run_1/final_congestion.png
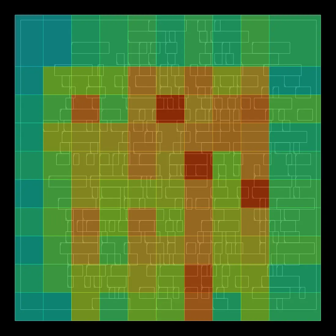
run_1/zoom.png
Region (44, 44) to (69, 69) um. Cells in gray, sequential cells in the stronger gray; small squares are vias.
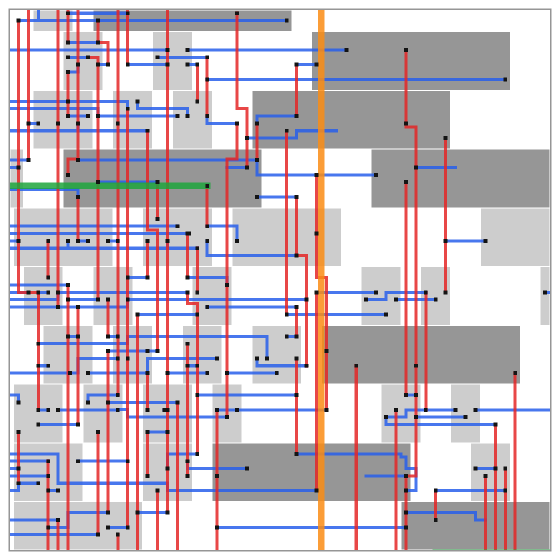
run_1/gate_families.png
Scale: 4 px per um.
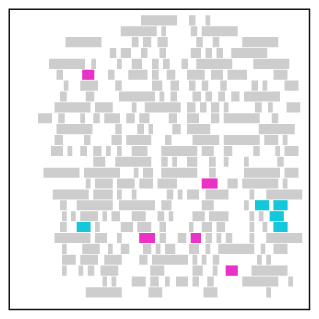
<file path="src/rtl/qam_pkg.sv">
// Shared definitions for the QAM bit scheduler: FSM state encoding,
// counter widths and default timing parameters.
package qam_pkg;

  localparam logic [2:0] ST_IDLE = 3'd0;
  localparam logic [2:0] ST_REQ  = 3'd1;
  localparam logic [2:0] ST_WAIT = 3'd2;
  localparam logic [2:0] ST_SMP  = 3'd3;
  localparam logic [2:0] ST_HOLD = 3'd4;

  localparam int BPS_MAX       = 8;
  localparam int DEF_BPS       = 4;
  localparam int DEF_BIT_DIV   = 8;
  localparam int DEF_SMP_DLY   = 2;
  localparam int DEF_FRAME_LEN = 64;

  localparam int BCNT_W = $clog2(BPS_MAX);
  localparam int FCNT_W = 16;

endpackage

</file>
<file path="src/rtl/qam_sym_outreg.sv">
// Single-entry holding register for {sym_last, sym_data}. A load and a
// drain may happen in the same cycle, so a steady stream has no bubbles.
module qam_sym_outreg #(
  parameter int W = 5
) (
  input  logic         i_clock,
  input  logic         i_reset_n,
  input  logic         i_load,
  input  logic [W-1:0] i_data,
  input  logic         i_ready,
  output logic         o_valid,
  output logic [W-1:0] o_data,
  output logic         o_drain
);

  logic         r_full;
  logic [W-1:0] r_data;

  // Handshake: a word transfers on every cycle where valid && ready; while
  // valid is high and ready is low, the word is held unchanged.
  assign o_drain = r_full & i_ready;
  assign o_valid = r_full;
  assign o_data  = r_data;

  always_ff @(posedge i_clock or negedge i_reset_n) begin
    if (!i_reset_n) begin
      r_full <= 1'b0;
      r_data <= '0;
    end else if (i_load) begin
      r_full <= 1'b1;
      r_data <= i_data;
    end else if (o_drain) begin
      r_full <= 1'b0;
    end
  end

endmodule

</file>
<file path="src/rtl/qam_bit_sched.sv">
// Paces bit requests to the serial generator, packs returned bits MSB-first
// into symbols and hands them to the mapper; stalls requests on backpressure.
module qam_bit_sched
  import qam_pkg::*;
#(
  parameter int BPS       = DEF_BPS,
  parameter int BIT_DIV   = DEF_BIT_DIV,
  parameter int SMP_DLY   = DEF_SMP_DLY,
  parameter int FRAME_LEN = DEF_FRAME_LEN
) (
  input  logic           i_clock,
  input  logic           i_reset_n,
  input  logic           i_run,
  input  logic           i_bit_in,
  output logic           o_bit_req,
  output logic [BPS-1:0] o_sym_data,
  output logic           o_sym_valid,
  input  logic           i_sym_ready,
  output logic           o_sym_last,
  output logic           o_busy,
  output logic [2:0]     o_state
);

  // r_pace holds (cycles since the last bit_req) - 1, so the next request is
  // issued after PACE_END and the sample is taken SMP_DLY cycles after REQ.
  localparam int PACE_W = $clog2(BIT_DIV);
  localparam logic [PACE_W-1:0] PACE_SMP  = PACE_W'(SMP_DLY - 1);
  localparam logic [PACE_W-1:0] PACE_END  = PACE_W'(BIT_DIV - 2);
  localparam logic [PACE_W-1:0] PACE_MAX  = PACE_W'(BIT_DIV - 1);
  localparam logic [BCNT_W-1:0] BCNT_LAST = BCNT_W'(BPS - 1);
  localparam logic [FCNT_W-1:0] FRM_LAST  = FCNT_W'(FRAME_LEN - 1);

  logic [2:0]        r_state;
  logic [2:0]        w_state_nxt;
  logic [PACE_W-1:0] r_pace;
  logic [BCNT_W-1:0] r_bitcnt;
  logic [BCNT_W-1:0] w_bitcnt_nxt;
  logic [FCNT_W-1:0] r_symcnt;
  logic [BPS-1:0]    r_acc;
  logic [BPS-1:0]    w_acc_nxt;
  logic              w_full;
  logic              w_drain;
  logic              w_can_load;
  logic              w_last_bit;
  logic              w_load;
  logic              w_pace_end;
  logic [BPS:0]      w_load_word;
  logic [BPS:0]      w_out_word;

  assign w_acc_nxt   = (r_acc << 1) | BPS'(i_bit_in);
  assign w_pace_end  = (r_pace == PACE_END);
  assign w_last_bit  = (r_state == ST_SMP) && (r_bitcnt == BCNT_LAST);
  assign w_can_load  = !w_full || w_drain;
  assign w_load      = (w_last_bit && w_can_load) || ((r_state == ST_HOLD) && w_drain);
  assign w_load_word = {(r_symcnt == FRM_LAST), (r_state == ST_HOLD) ? r_acc : w_acc_nxt};

  always_comb begin
    w_state_nxt  = r_state;
    w_bitcnt_nxt = r_bitcnt;
    case (r_state)
      ST_IDLE: begin
        w_bitcnt_nxt = '0;
        if (i_run) w_state_nxt = ST_REQ;
      end
      ST_REQ: w_state_nxt = ST_WAIT;
      ST_WAIT: begin
        if (r_pace == PACE_SMP) begin
          w_state_nxt = ST_SMP;
        end else if (w_pace_end) begin
          w_state_nxt = (i_run || (r_bitcnt != '0)) ? ST_REQ : ST_IDLE;
        end
      end
      ST_SMP: begin
        if (!w_last_bit) begin
          w_bitcnt_nxt = r_bitcnt + 1'b1;
        end else if (w_can_load) begin
          w_bitcnt_nxt = '0;
        end
        // A finished symbol that cannot be handed over parks in r_acc.
        if (w_last_bit && !w_can_load) begin
          w_state_nxt = ST_HOLD;
        end else if (w_pace_end) begin
          w_state_nxt = (i_run || (w_bitcnt_nxt != '0)) ? ST_REQ : ST_IDLE;
        end else begin
          w_state_nxt = ST_WAIT;
        end
      end
      ST_HOLD: begin
        if (w_drain) begin
          w_bitcnt_nxt = '0;
          w_state_nxt  = i_run ? ST_REQ : ST_IDLE;
        end
      end
      default: begin
        w_state_nxt  = ST_IDLE;
        w_bitcnt_nxt = '0;
      end
    endcase
  end

  always_ff @(posedge i_clock or negedge i_reset_n) begin
    if (!i_reset_n) begin
      r_state  <= ST_IDLE;
      r_pace   <= '0;
      r_bitcnt <= '0;
      r_symcnt <= '0;
      r_acc    <= '0;
    end else begin
      r_state  <= w_state_nxt;
      r_bitcnt <= w_bitcnt_nxt;
      if (r_state == ST_REQ) begin
        r_pace <= '0;
      end else if (r_pace != PACE_MAX) begin
        r_pace <= r_pace + 1'b1;
      end
      if (r_state == ST_SMP) r_acc <= w_acc_nxt;
      if (r_state == ST_IDLE) begin
        r_symcnt <= '0;
      end else if (w_load) begin
        r_symcnt <= (r_symcnt == FRM_LAST) ? '0 : r_symcnt + 1'b1;
      end
    end
  end

  qam_sym_outreg #(
    .W (BPS + 1)
  ) u_outreg (
    .i_clock   (i_clock),
    .i_reset_n (i_reset_n),
    .i_load    (w_load),
    .i_data    (w_load_word),
    .i_ready   (i_sym_ready),
    .o_valid   (w_full),
    .o_data    (w_out_word),
    .o_drain   (w_drain)
  );

  assign o_bit_req   = (r_state == ST_REQ);
  assign o_sym_valid = w_full;
  assign o_sym_data  = w_out_word[BPS-1:0];
  assign o_sym_last  = w_out_word[BPS];
  assign o_busy      = (r_state != ST_IDLE);
  assign o_state     = r_state;

endmodule

</file>
<file path="config.mk">
export PLATFORM = sky130hd
export DESIGN_NAME = qam_bit_sched
export DESIGN_NICKNAME = d
export VERILOG_FILES = /design/src/rtl/qam_pkg.sv /design/src/rtl/qam_sym_outreg.sv /design/src/rtl/qam_bit_sched.sv
export SDC_FILE = /design/constraint.sdc
export NUM_CORES = 1
export LEC_CHECK = 0
export ABC_AREA = 0
export CAP_MARGIN = 20
export CELL_PAD_IN_SITES_DETAIL_PLACEMENT = 1
export CELL_PAD_IN_SITES_GLOBAL_PLACEMENT = 2
export CORE_MARGIN = 1
export CORE_UTILIZATION = 39
export DETAILED_ROUTE_END_ITERATION = 8
export PLACE_DENSITY = 0.93
export RECOVER_POWER = 50
export REMOVE_ABC_BUFFERS = 1
export SLEW_MARGIN = 10
export SYNTH_ARGS = -nofsm -noshare
export SYNTH_HDL_FRONTEND = slang
export SYNTH_SLANG_ARGS = --single-unit
export TNS_END_PERCENT = 10
</file>
<file path="constraint.sdc">
create_clock -name i_clock -period 3 [get_ports i_clock]
set_input_delay 0.9 -clock i_clock [delete_from_list [all_inputs] [get_ports i_clock]]
set_output_delay 0.9 -clock i_clock [all_outputs]
set_load 0.01 [all_outputs]
</file>
==> reports/summary.txt, run 1 <==
status -> finished, violations left
failing checks -> max-capacitance violations, max-slew violations
Post-synth EDFFs -> 0
crit path to -> o_bit_req
yosys synthesis chip area -> 2059 um^2
Non-CTS buffers -> 20
PwrDens -> 707.7 nW/um^2
clock tree cell share of total cell area -> 3.489%
Comb gate area -> 1060 um^2
met1 usage -> 26.27%
max FFs per register -> 16
mean post-synth cell area -> 9.277 um^2
Area leader share -> 42.53%
floorplan core density -> 40.32%
Tot Pwr -> 1.650 mW
CTS tree -> built
main logic family after synthesis -> simple AND/OR/NAND/NOR gates
Synth Instances -> 222
NetSw -> 0.6306 mW
synthesized area -> 2059 um^2
Slew Viols, Final -> 36
Clk pin slew, worst setup/hold paths -> 0.07 ns
Yosys reg bits -> 35
Placed Area -> 2251 um^2
synth unique cells -> 49
yosys cell count -> 222
unrepaired setup endpoints after global routing -> no
Top cell excl fill/tap -> dfrtp_1
WL/cell -> 15.69 um
Reg area -> 875.8 um^2
Late-Pin Clk Latency -> 0.29 ns
row count -> 26
DP HPWL -> 3513 um
met3 wire len -> 131 um
Critical Path Start -> o_state[1]$_DFFE_PN0P_
top layer in use -> met4
P&R area growth vs syn -> 13.18%
drc violations -> 0
Post-synth seq share -> 42.53%
core area -> 5107 um^2
Worst Setup End Kind -> primary output
Internal Pwr Total -> 1.019 mW
die y size -> 74.67 um
first-pass GRT wire length -> 8300 um
root buffer selected by CTS -> clkbuf_8
async set-reset flop share out of synthesis -> 100.0%
Setup violations, final -> 0
final wirelength -> 4864 um
mux frac, synth -> 2.430%
Die W -> 74.67 um
CTS buffer count -> 5
antenna violations before repair -> 0
crit path DRT -> 2.10 ns
adder share -> 4.860%
Seq pwr share -> 40.8%
Setup Skew -> 0.009337 ns
Critical path buffers and inverters -> 1
Clock power frac -> 20.2%
Non-Clock Buffer Area Fraction -> 7.783%
Fmax achieved -> 0.3697 GHz
Die Footprint -> 5576 um^2
nets -> 252
Flops -> 35
Post-Layout Cell Count -> 310
max_cap viols -> 1
Comb area share -> 45.46%
leading power group -> sequential cells
Pleak -> 0.9775 nW
crit-path max cell delay -> 0.60 ns
r2r setup slk -> 0.88 ns
setup TNS -> 0 ns
postcts setup bufs -> 0
DR pass1 iterations -> 4
Tool Warnings -> 28
H-tree Lvls -> 2
Peak VDD IR -> 0.3014 mV
via count -> 1716
number of logic gates -> 165
About final_congestion.png:
met2 usage: 33.03%
Final Util: 45.64%
met3 GRT Util: 4.418%
GR peak layer: met2
overall routing resource usage: 20.03%

About zoom.png:
met4: in orange. met2: in red. met3: in green. met1: in blue.
Sequential cells in the window: 7. Netlist names of flops here include `u_outreg.o_data` (4), `r_symcnt` (3). Most frequent: dfrtp_1 (7), o21ai_0 (6), nor3_1 (3). 35 logic cells have their middle in the window.

About gate_families.png:
AND-OR and OR-AND gates: in magenta, cells 5, most used a22o_1. multiplexers: in cyan, cells 5, most used mux2i_1.

run_1/met1.png
Scale: 4 px per um.
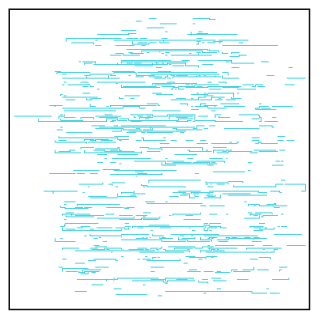

## Run 2: what changed since run 1
--- a/config.mk
+++ b/config.mk
@@ -10,11 +10,12 @@
 export CELL_PAD_IN_SITES_DETAIL_PLACEMENT = 1
 export CELL_PAD_IN_SITES_GLOBAL_PLACEMENT = 2
 export CORE_MARGIN = 1
-export CORE_UTILIZATION = 39
+export CORE_UTILIZATION = 36
 export DETAILED_ROUTE_END_ITERATION = 8
-export PLACE_DENSITY = 0.93
+export PLACE_DENSITY = 0.88
 export RECOVER_POWER = 50
 export REMOVE_ABC_BUFFERS = 1
+export SETUP_SLACK_MARGIN = 0.3
 export SLEW_MARGIN = 10
 export SYNTH_ARGS = -nofsm -noshare
 export SYNTH_HDL_FRONTEND = slang
==> constraint.sdc (replaced) <==
create_clock -name i_clock -period 2.7 [get_ports i_clock]
set_input_delay 0.81 -clock i_clock [delete_from_list [all_inputs] [get_ports i_clock]]
set_output_delay 0.81 -clock i_clock [all_outputs]
set_load 0.01 [all_outputs]
run_2/met1.png
Scale: 4 px per um.
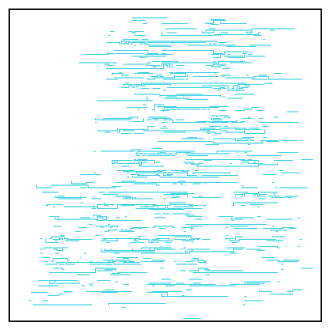
229 nets have wire on it. The longest straight run is 26.2 um. The layer holds 48% of the routed length. The wires run mostly horizontal. The layer carries 2370 um of wire.

==> run 2 against run 1 <==
The run now ends clean. Sequential share of layout area is 0.10 points lower. Routed wire length up 1.7%. Flip-flop count stayed put. Clock skew fell by 0.0050 ns. Synthesized cell count unchanged. Worst setup slack better by 0.052 ns. Non-clock buffer count grew 1. Critical endpoint is now o_state[1]. Largest cell class unchanged.
==> reports/summary.txt, run 2 <==
Post-Layout Cell Count -> 311
die y size -> 77.64 um
status -> finished clean
Non-Clock Buffer Area Fraction -> 8.191%
Tot Pwr -> 1.819 mW
postcts setup bufs -> 0
Seq pwr share -> 40.6%
GR peak layer -> met2
synth unique cells -> 49
yosys synthesis chip area -> 2059 um^2
Setup violations, final -> 0
via count -> 1729
clock tree cell share of total cell area -> 3.105%
Yosys reg bits -> 35
Internal Pwr Total -> 1.128 mW
Post-synth EDFFs -> 0
unrepaired setup endpoints after global routing -> yes
Setup Skew -> 0.004289 ns
H-tree Lvls -> 2
Comb area share -> 45.45%
Clock power frac -> 19.6%
Slew Viols, Final -> 0
main logic family after synthesis -> simple AND/OR/NAND/NOR gates
max FFs per register -> 16
Non-CTS buffers -> 21
Late-Pin Clk Latency -> 0.29 ns
Die W -> 77.64 um
mean post-synth cell area -> 9.277 um^2
Clk pin slew, worst setup/hold paths -> 0.07 ns
Top cell excl fill/tap -> dfrtp_1
Tool Warnings -> 30
root buffer selected by CTS -> clkbuf_8
P&R area growth vs syn -> 13.49%
Reg area -> 875.8 um^2
NetSw -> 0.6913 mW
Comb gate area -> 1062 um^2
overall routing resource usage -> 18.23%
first-pass GRT wire length -> 8645 um
Die Footprint -> 6027 um^2
drc violations -> 0
core area -> 5507 um^2
DR pass1 iterations -> 4
nets -> 253
met3 wire len -> 95 um
row count -> 27
mux frac, synth -> 2.430%
crit-path max cell delay -> 0.55 ns
# port buffers -> 15
yosys simple share -> 26.18%
CTS buffer count -> 5
top layer in use -> met4
Fmax achieved -> 0.4250 GHz
Area leader share -> 42.53%
crit path to -> o_state[1]
Placed Area -> 2261 um^2
Synth Instances -> 222
Post-synth seq share -> 42.53%
final wirelength -> 4948 um
met2 usage -> 30.27%
Critical Path Start -> o_state[1]$_DFFE_PN0P_
DP HPWL -> 3590 um
Critical path buffers and inverters -> 2
met1 usage -> 22.77%
CTS tree -> built
Peak VDD IR -> 0.3600 mV
Power and IR drop assume default switching activity.
